==> config.mk <==
export PLATFORM = sky130hd
export DESIGN_NAME = fifo_flow_ctrl_flat
export DESIGN_NICKNAME = d
export VERILOG_FILES = /design/src/rtl/fifo_pkg.sv /design/src/rtl/fifo_flow_ctrl_if.sv /design/src/rtl/fifo_flow_ctrl_mem.sv /design/src/rtl/fifo_flow_ctrl.sv /design/src/flat_wrapper.sv
export SDC_FILE = /design/constraint.sdc
export NUM_CORES = 1
export LEC_CHECK = 0
export CORE_ASPECT_RATIO = 0.5
export CORE_MARGIN = 5
export CORE_UTILIZATION = 51
export DETAILED_ROUTE_END_ITERATION = 8
export PLACE_DENSITY = 0.75
export SETUP_SLACK_MARGIN = 0.15
export SLEW_MARGIN = 0
export SYNTH_ARGS = -nofsm -noshare
export SYNTH_HDL_FRONTEND = slang
export SYNTH_SLANG_ARGS = --single-unit
==> constraint.sdc <==
create_clock -name clk -period 2.9 [get_ports clk]
set_clock_uncertainty 0.1 [all_clocks]
set_input_delay 0.435 -clock clk [delete_from_list [all_inputs] [get_ports clk]]
set_output_delay 0.435 -clock clk [all_outputs]
set_load 0.05 [all_outputs]
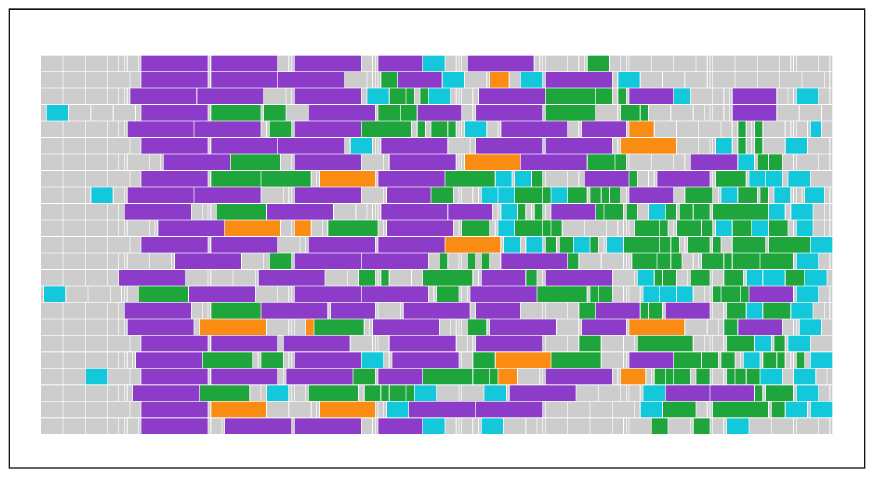
(placement by cell class)
Fill, decap, tap and diode cells in gray.
green -> combinational and other logic  # cells 152, share of their area 27%
purple -> flops  # cells 107, share of their area 55%
cyan -> other buffers and delay cells  # cells 73, share of their area 12%
orange -> clock drivers and dummy loads  # cells 16, share of their area 5.7%
Core Footprint: 0.00817 mm²
Core Util, Final: 67.1%

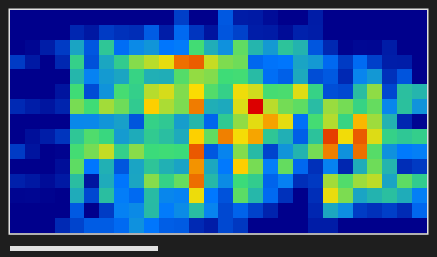
(routed metal per tile)
Scale bar: 50 µm. 28 x 15 tiles, from dark blue (low) to red (high), scaled to the fullest tile. Values are wire area over tile area, all layers added.
emptiest ninth of the die = north-east
nearly empty tiles = 21%
tiles over half the peak = 22%
fullest tile = 0.46
via count: 2560
Routed WL: 8.75 mm
GRT Resource Usage Total: 17.4%
Wirelength per Cell: 19.0 µm

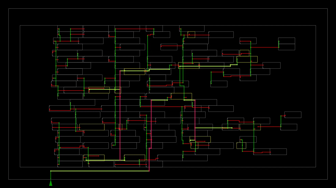
(the clock network)
Clock Sinks: 107
clock buffer count: 9
Worst-Skew Late Latency: 0.34 ns
Flop Count: 107

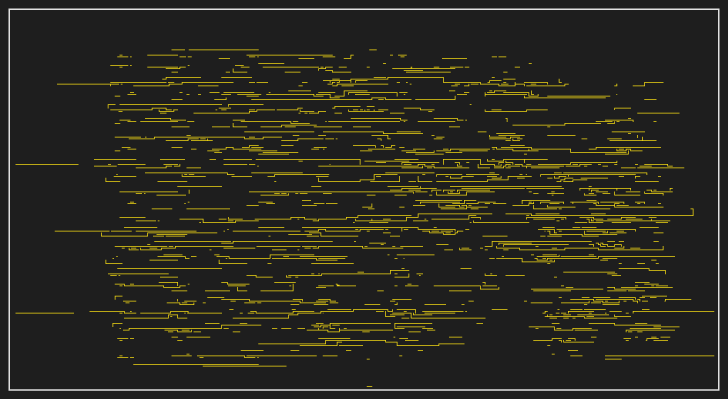
(signal wires on met1)
share of all routed wire = 44%
wire length on this layer = 3830 µm
GR Util met1: 22.2%

==> impl_metrics.yaml <==
# flow metrics
finish:
  dominant_cells: "sequential cells"
  final_cell_mix: "edfxtp_1 (80), clkdlybuf4s50_1 (40), buf_4 (31)"
  drive_above_1_share_pct: 25.0
  n_all_buffers: 73
  nFillCells: 544
  comb_area_mm2: 0.00140
  inv_count: 9
synth:
  syn_nets: 305
  syn_avg_cell_area_um2: 16.1
  synthTopCellsByArea: "edfxtp_1 (55%), dfxtp_1 (12%), mux4_2 (10%)"
  synthArstFlopShare_pct: 0
placed_design:
  dp_hpwl_mm: 5.51
floorplanning:
  die_h_um: 75.4
  n_tap_cell: 112
worst_setup_path:
  crit_slowest_cell: "xor2_1"
  rrSetupSlack_ns: 0.24
  path_depth: 13
  cpPeakStageDelay_ns: 0.26
  crit_path_cell_trace: "dlygate4sd2_1 -> nor3b_4 -> xor2_1 -> ha_2 -> a21oi_2 -> xor2_1 -> nor2_1 -> xor2_1 -> buf_4 -> ha_1 -> nor2b_1 -> o21ai_0 -> o211ai_1"
  start_kind: "input pin"
timing:
  maxSlewViolCount: 0
  worst_pin_slew_ns: 0.822
  rsz0062_at_grt: "no"
status:
  outcome: "complete, no violations"
pwr:
  top_power_group: "sequential cells"
  ir_worst_vdd_uv: 357
clocking:
  cts-root-buf: "clkbuf_16"
  cts.htree.levels: 3
  cts-hold-fix-buffers: 0
global_route:
  grt_overflow: 0
  grt_pass1_vias: 2626
  antenna_found_initial: 0
drt:
  ant_nets: 0
==> logic make-up (layout without fill, tap and decap cells) <==
group	count (synthesis)	after routing	share of synthesized area, %
mux	34	34	13.6
compound gates	27	27	4.41
flops	107	107	67.4
fa+ha+maj	11	11	3.15
simple gates	62	62	7.39
xor+xnor	9	9	1.80
buf+inv	22	98	2.29
==> metal layers <==
metal	GRT usage, %	up-vias
met4	5.80	0
met2	29.5	77
met5	0	-
li1	-	1184
met3	5.27	12
met1	22.2	1287
==> per-stage QoR <==
stage,instances,total power (µW),instance area (µm²),TNS [ns]
finish,460,3930,5480,0
detailed placement,441,2720,5150,-0.691
global placement,441,2690,5150,-0.405
global route,460,4100,5480,0
floorplan,272,2430,4450,0
CTS,458,3940,5470,0
Power and IR drop assume default switching activity.
